===== config.mk =====
export PLATFORM = sky130hd
export DESIGN_NAME = seg_src_arb_flat
export DESIGN_NICKNAME = d
export VERILOG_FILES = /design/src/rtl/seg_pkg.sv /design/src/rtl/seg_src_arb_if.sv /design/src/rtl/arb_timer.sv /design/src/rtl/seg_src_arb.sv /design/src/flat_wrapper.sv
export SDC_FILE = /design/constraint.sdc
export NUM_CORES = 1
export LEC_CHECK = 0
export CAP_MARGIN = 20
export CORE_ASPECT_RATIO = 0.8
export CORE_MARGIN = 1.5
export CORE_UTILIZATION = 51
export CTS_CLUSTER_DIAMETER = 50
export CTS_CLUSTER_SIZE = 14
export DETAILED_ROUTE_END_ITERATION = 12
export PLACE_DENSITY = 0.88
export SYNTH_ARGS = -nofsm -noshare
export SYNTH_HDL_FRONTEND = slang
export SYNTH_SLANG_ARGS = --single-unit

===== constraint.sdc =====
create_clock -name sys_clk -period 3.75 [get_ports sys_clk]
set_input_delay 0.5625 -clock sys_clk [delete_from_list [all_inputs] [get_ports sys_clk]]
set_output_delay 0.5625 -clock sys_clk [all_outputs]
set_load 0.05 [all_outputs]

===== src/rtl/seg_pkg.sv =====
// Shared types and constants for the segment display source arbiter.
// Holds FSM encoding, display bundle layout and the 6-digit clamp.
package seg_pkg;

  localparam int DATA_W = 20;
  localparam int PNT_W  = 6;

  localparam logic [DATA_W-1:0] DISP_MAX = 20'd999_999;

  typedef enum logic [1:0] {
    S_IDLE  = 2'd0,
    S_OWN0  = 2'd1,
    S_OWN1  = 2'd2,
    S_BLANK = 2'd3
  } state_t;

  typedef struct packed {
    logic              sign;
    logic [PNT_W-1:0]  point;
    logic [DATA_W-1:0] data;
  } disp_t;

  function automatic logic [DATA_W-1:0] clamp(
    input logic [DATA_W-1:0] d
  );
    return (d > DISP_MAX) ? DISP_MAX : d;
  endfunction

endpackage


===== src/rtl/seg_src_arb_if.sv =====
// Bundle between two display sources and the arbiter.
// master: source side (drives req/data), slave: arbiter side.
interface seg_src_arb_if;
  import seg_pkg::*;

  logic              req0;
  logic              req1;
  logic [DATA_W-1:0] data0;
  logic [DATA_W-1:0] data1;
  logic [PNT_W-1:0]  point0;
  logic [PNT_W-1:0]  point1;
  logic              sign0;
  logic              sign1;
  logic              prio1;

  logic              gnt0;
  logic              gnt1;
  logic [DATA_W-1:0] data;
  logic [PNT_W-1:0]  point;
  logic              sign;
  logic              seg_en;
  logic              owner;
  logic              upd;

  modport master (
    output req0, req1, data0, data1,
    output point0, point1, sign0, sign1,
    output prio1,
    input  gnt0, gnt1, data, point,
    input  sign, seg_en, owner, upd
  );

  modport slave (
    input  req0, req1, data0, data1,
    input  point0, point1, sign0, sign1,
    input  prio1,
    output gnt0, gnt1, data, point,
    output sign, seg_en, owner, upd
  );

endinterface


===== src/rtl/arb_timer.sv =====
// Loadable saturating up-counter with terminal flag.
// Ports: clk, rst (sync), ld/ld_val load, en count, term at MAX.
module arb_timer #(
  parameter int         W   = 8,
  parameter logic [W-1:0] MAX = '1
) (
  input  logic         clk,
  input  logic         rst,
  input  logic         ld,
  input  logic [W-1:0] ld_val,
  input  logic         en,
  output logic         term
);

  logic [W-1:0] cnt;

  always_ff @(posedge clk) begin
    if (rst) begin
      cnt <= '0;
    end else if (ld) begin
      cnt <= ld_val;
    end else if (en && cnt != MAX) begin
      cnt <= cnt + 1'b1;
    end
  end

  assign term = (cnt == MAX);

endmodule


===== src/rtl/seg_src_arb.sv =====
// Two-source arbiter for a 6-digit segment display with dwell/blank.
// Ports: sys_clk, sys_rst (sync, high), bus (slave side of the bundle).
module seg_src_arb
  import seg_pkg::*;
#(
  parameter logic [24:0] DWELL_MAX = 25'd24_999_999,
  parameter logic [15:0] BLANK_MAX = 16'd49_999
) (
  input  logic          sys_clk,
  input  logic          sys_rst,
  seg_src_arb_if.slave  bus
);

  state_t state;
  state_t next_state;
  state_t arb_state;

  logic  dwell_end;
  logic  blank_end;
  logic  any_req;
  logic  win;
  logic  own_now;
  logic  own_next;
  logic  enter;
  logic  seg_en_d;
  logic  diff;

  logic  rr_q;
  logic  owner_q;
  logic  seg_en_q;
  logic  upd_q;
  disp_t disp_q;
  disp_t sel;

  // rr_q holds the index preferred on a tie
  always_comb begin
    any_req = bus.req0 | bus.req1;
    win     = rr_q;
    unique case (1'b1)
      (bus.req0 && !bus.req1): win = 1'b0;
      (bus.req1 && !bus.req0): win = 1'b1;
      (bus.req1 && bus.prio1): win = 1'b1;
      default:                 win = rr_q;
    endcase
    arb_state = win ? S_OWN1 : S_OWN0;
  end

  always_ff @(posedge sys_clk) begin
    if (sys_rst) begin
      state <= S_IDLE;
    end else begin
      state <= next_state;
    end
  end

  always_comb begin
    next_state = state;
    unique case (state)
      S_IDLE: begin
        if (any_req) next_state = arb_state;
      end
      S_OWN0: begin
        if (!bus.req0 ||
            (dwell_end && bus.req1) ||
            (bus.req1 && bus.prio1))
          next_state = S_BLANK;
      end
      S_OWN1: begin
        if (!bus.req1 || (dwell_end && bus.req0))
          next_state = S_BLANK;
      end
      S_BLANK: begin
        if (blank_end)
          next_state = any_req ? arb_state : S_IDLE;
      end
    endcase
  end

  assign own_now  = (state == S_OWN0) || (state == S_OWN1);
  assign own_next = (next_state == S_OWN0) ||
                    (next_state == S_OWN1);
  assign enter    = own_next && !own_now;
  // display is enabled only for cycles that stay in the same owner
  assign seg_en_d = own_now && (next_state == state);

  arb_timer #(
    .W   (25),
    .MAX (DWELL_MAX)
  ) u_dwell (
    .clk    (sys_clk),
    .rst    (sys_rst),
    .ld     (!own_now),
    .ld_val (25'd0),
    .en     (own_now),
    .term   (dwell_end)
  );

  arb_timer #(
    .W   (16),
    .MAX (BLANK_MAX)
  ) u_blank (
    .clk    (sys_clk),
    .rst    (sys_rst),
    .ld     (state != S_BLANK),
    .ld_val (16'd0),
    .en     (state == S_BLANK),
    .term   (blank_end)
  );

  always_comb begin
    if (state == S_OWN1) begin
      sel.sign  = bus.sign1;
      sel.point = bus.point1;
      sel.data  = clamp(bus.data1);
    end else begin
      sel.sign  = bus.sign0;
      sel.point = bus.point0;
      sel.data  = clamp(bus.data0);
    end
    diff = (sel != disp_q);
  end

  always_ff @(posedge sys_clk) begin
    if (sys_rst) begin
      disp_q   <= '0;
      seg_en_q <= 1'b0;
      upd_q    <= 1'b0;
      owner_q  <= 1'b0;
      rr_q     <= 1'b0;
    end else begin
      seg_en_q <= seg_en_d;
      // seg_en_q low here marks the first owned cycle
      upd_q    <= seg_en_d && (!seg_en_q || diff);
      if (own_now) disp_q <= sel;
      if (enter) begin
        owner_q <= (next_state == S_OWN1);
        rr_q    <= (next_state != S_OWN1);
      end
    end
  end

  always_comb begin
    bus.gnt0   = (state == S_OWN0);
    bus.gnt1   = (state == S_OWN1);
    bus.seg_en = seg_en_q;
    bus.upd    = upd_q;
    bus.data   = disp_q.data;
    bus.point  = disp_q.point;
    bus.sign   = disp_q.sign;
    bus.owner  = owner_q;
  end

endmodule


===== src/flat_wrapper.sv =====
// flat-port wrapper written by rule: the top's interface ports become plain ports
module seg_src_arb_flat import seg_pkg::*;
#(
  parameter logic [24:0] DWELL_MAX = 25'd24_999_999,
  parameter logic [15:0] BLANK_MAX = 16'd49_999
)
  (sys_clk, sys_rst, bus_req0, bus_req1, bus_data0, bus_data1, bus_point0, bus_point1, bus_sign0, bus_sign1, bus_prio1, bus_gnt0, bus_gnt1, bus_data, bus_point, bus_sign, bus_seg_en, bus_owner, bus_upd);
  seg_src_arb_if bus_i ();
  input  logic sys_clk;
  input  logic sys_rst;
  input wire logic [$bits(bus_i.req0)-1:0] bus_req0;
  input wire logic [$bits(bus_i.req1)-1:0] bus_req1;
  input wire logic [$bits(bus_i.data0)-1:0] bus_data0;
  input wire logic [$bits(bus_i.data1)-1:0] bus_data1;
  input wire logic [$bits(bus_i.point0)-1:0] bus_point0;
  input wire logic [$bits(bus_i.point1)-1:0] bus_point1;
  input wire logic [$bits(bus_i.sign0)-1:0] bus_sign0;
  input wire logic [$bits(bus_i.sign1)-1:0] bus_sign1;
  input wire logic [$bits(bus_i.prio1)-1:0] bus_prio1;
  output wire logic [$bits(bus_i.gnt0)-1:0] bus_gnt0;
  output wire logic [$bits(bus_i.gnt1)-1:0] bus_gnt1;
  output wire logic [$bits(bus_i.data)-1:0] bus_data;
  output wire logic [$bits(bus_i.point)-1:0] bus_point;
  output wire logic [$bits(bus_i.sign)-1:0] bus_sign;
  output wire logic [$bits(bus_i.seg_en)-1:0] bus_seg_en;
  output wire logic [$bits(bus_i.owner)-1:0] bus_owner;
  output wire logic [$bits(bus_i.upd)-1:0] bus_upd;
  assign bus_i.req0 = bus_req0;
  assign bus_i.req1 = bus_req1;
  assign bus_i.data0 = bus_data0;
  assign bus_i.data1 = bus_data1;
  assign bus_i.point0 = bus_point0;
  assign bus_i.point1 = bus_point1;
  assign bus_i.sign0 = bus_sign0;
  assign bus_i.sign1 = bus_sign1;
  assign bus_i.prio1 = bus_prio1;
  assign bus_gnt0 = bus_i.gnt0;
  assign bus_gnt1 = bus_i.gnt1;
  assign bus_data = bus_i.data;
  assign bus_point = bus_i.point;
  assign bus_sign = bus_i.sign;
  assign bus_seg_en = bus_i.seg_en;
  assign bus_owner = bus_i.owner;
  assign bus_upd = bus_i.upd;
  seg_src_arb #(.DWELL_MAX(DWELL_MAX), .BLANK_MAX(BLANK_MAX)) u_core (.sys_clk(sys_clk), .sys_rst(sys_rst), .bus(bus_i));
endmodule

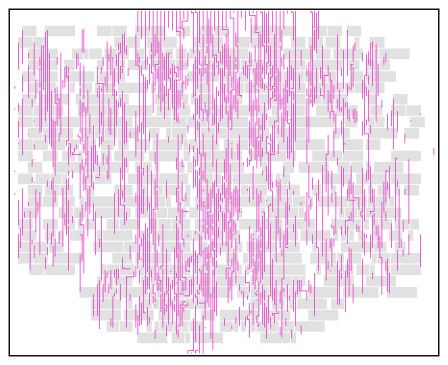
(metal 2)
Cells faint in the background.
nets with wire on the layer: 535
longest straight run: 31.1 um
wire length on this layer: 4,870 um

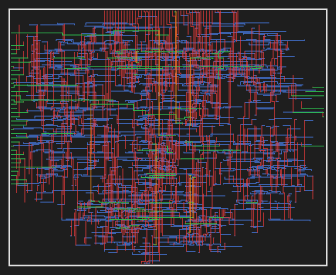
(wiring by layer)
legend:
  orange:
    layer: metal 4
    wire_length: 191 um
  green:
    layer: metal 3
    wire_length: 664 um
  blue:
    layer: metal 1
    wire_length: 4,470 um
  red:
    layer: metal 2
    wire_length: 4,870 um

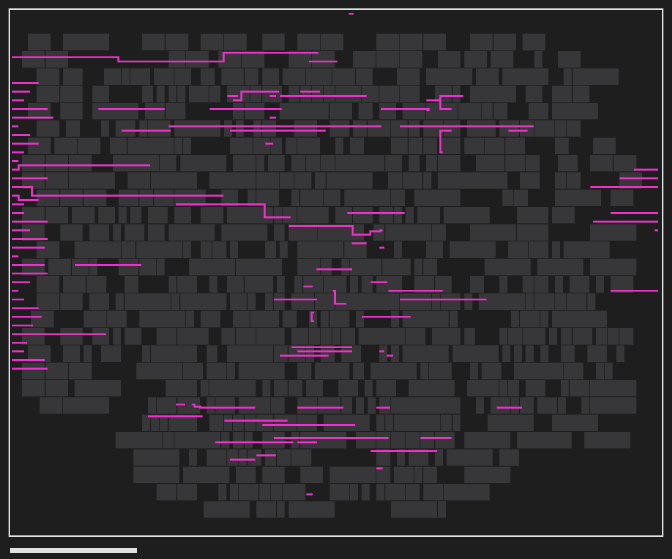
(the metal 3 layer)
Bar = 20 um. Cells faint in the background.
share of all routed wire: 6.5%
main direction: horizontal
via count: 3,753
GR met3 Demand/Resource: 5.72%
WL final: 10,200 um

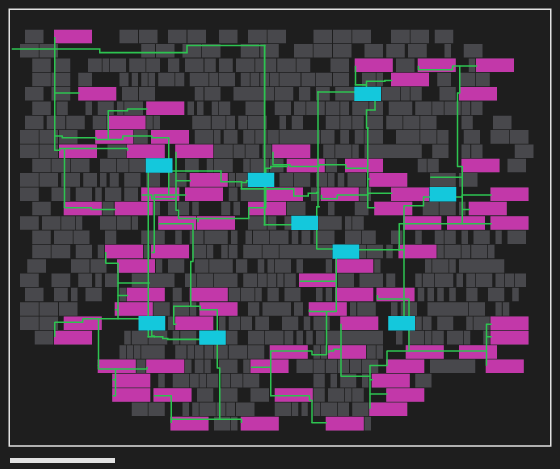
(clock distribution)
Bar = 20 um.
legend:
  magenta:
    item: flip-flops
    count: 74
  cyan:
    item: clock drivers
    count: 9
  green:
    item: clock wires
    length: 918 um
flops lie: widely spread
clk_skew: 0.0141 ns
Clock power frac: 19.6%

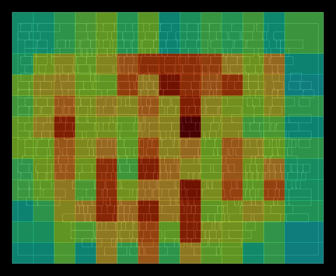
(routing congestion map)
post-DR wirelength/cell: 15.5 um
gr busiest metal: met2

-- registers in the layout (all words and copies together) (netlist names) --
register / count
u_core.u_dwell.cnt: 25
u_core.bus.data: 20
u_core.u_blank.cnt: 16
u_core.bus.point: 6
u_core.state: 2
u_core.bus.owner: 1
u_core.bus.seg_en: 1
u_core.bus.sign: 1
u_core.bus.upd: 1
u_core.rr_q: 1
-- layout make-up --
| type | instances | area share (%) |
|---|---|---|
| multi-input cells | 362 | 46.6 |
| flip-flops and latches | 74 | 28.1 |
| repair buffers | 96 | 17.9 |
| clock buffers | 11 | 2.87 |
| well taps | 105 | 2.49 |
| clock inverters | 4 | 1.42 |
| inverters | 8 | 0.570 |
-- tightest hold or removal path, cell delays in order, from the launching register on --
cell     delay, ns
dfxtp_1       0.32
o21ai_0       0.07
a21oi_1       0.07
-- cells in the final DEF (no fill, tap or decap), types with 8 or more instances in the layout --
cell type        synthesis  final
and3_1                  11     11
dfxtp_1                 74     74
nand3_1                 18     18
xor2_1                  49     49
inv_1                    8      8
nand4_1                 18     18
clkdlybuf4s50_1          0     90
nor2_1                  80     80
xnor2_1                 10     10
nand2_1                 23     23
a211oi_1                16     16
mux2i_1                 15     15
clkbuf_8                 0     11
a21oi_1                 13     13
-- worst paths after layout --
kind                                               startpoint                            end  slack [ns]  depth (start not counted)
worst min register to register  u_core.bus.owner$_SDFFE_PP0P_  u_core.bus.owner$_SDFFE_PP0P_        0.50                          2
worst max-delay path               u_core.state[0]$_SDFF_PP0_      u_core.bus.upd$_SDFF_PP0_        0.52                         10
worst min-delay path            u_core.bus.owner$_SDFFE_PP0P_  u_core.bus.owner$_SDFFE_PP0P_        0.50                          2
worst max register to register     u_core.state[0]$_SDFF_PP0_      u_core.bus.upd$_SDFF_PP0_        0.52                         10
-- cells by family (layout without fill, tap and decap cells) --
| family | count (synthesis) | count (layout) | share of synthesized area (%) |
|---|---|---|---|
| AOI/OAI and AO/OA | 83 | 83 | 15.2 |
| xor gates and xnor gates | 59 | 59 | 12.8 |
| adders and majority gates | 7 | 7 | 2.17 |
| buffers and inverters | 25 | 119 | 2.39 |
| DFF | 74 | 74 | 36.7 |
| muxes | 15 | 15 | 3.72 |
| and+or+nand+nor | 198 | 198 | 27.0 |
-- stage by stage --
stage / hold WS, ns / cell area (um^2) / instances
after CTS: 0.496 / 5260 / 659
final: 0.499 / 5270 / 660
after detailed placement: 0.482 / 5040 / 644
after global routing: 0.519 / 5270 / 660
after floorplan: 0.472 / 4030 / 461
after global placement: 0.465 / 5040 / 644
-- routing by layer --
layer,up-vias,global-route usage (%),routed length (um)
met3,18,5.72,663
met1,1733,30.0,4470
met2,149,40.3,4870
met5,-,0,0
met4,0,9.59,190
li1,1853,-,-
-- report_power, final --
part / total [uW] / leakage, uW / switching, uW / internal, uW
sequential: 1080 / 0.000602 / 145 / 939
clock: 702 / 0.000108 / 294 / 407
combinational: 1800 / 0.00117 / 1140 / 660
==> run summary <==
yosys + openroad results -> status finished, final reports clean, syn avg cell area 8.75 um^2, Flops after synth 74, layout cell share with drive strength beyond 1 6.31%, vias in the first global route 3,569, multi-input logic area 0.00246 mm^2, main flop type dfxtp_1, worst-path fanout max 14, syn_nets 527, Residual DRC 0, fill cell count 586, crit end category flip-flop, antenna violations before repair 0, P&R area growth vs syn 30.6%, Setup Total Neg Slack 0 ns, # Cells Yosys 461, Die Width 102 um, Vias/cell 5.69, Hold Buf Count CTS 0, row count 28
Power figures rest on the tool's default switching activity, not on a simulated workload.
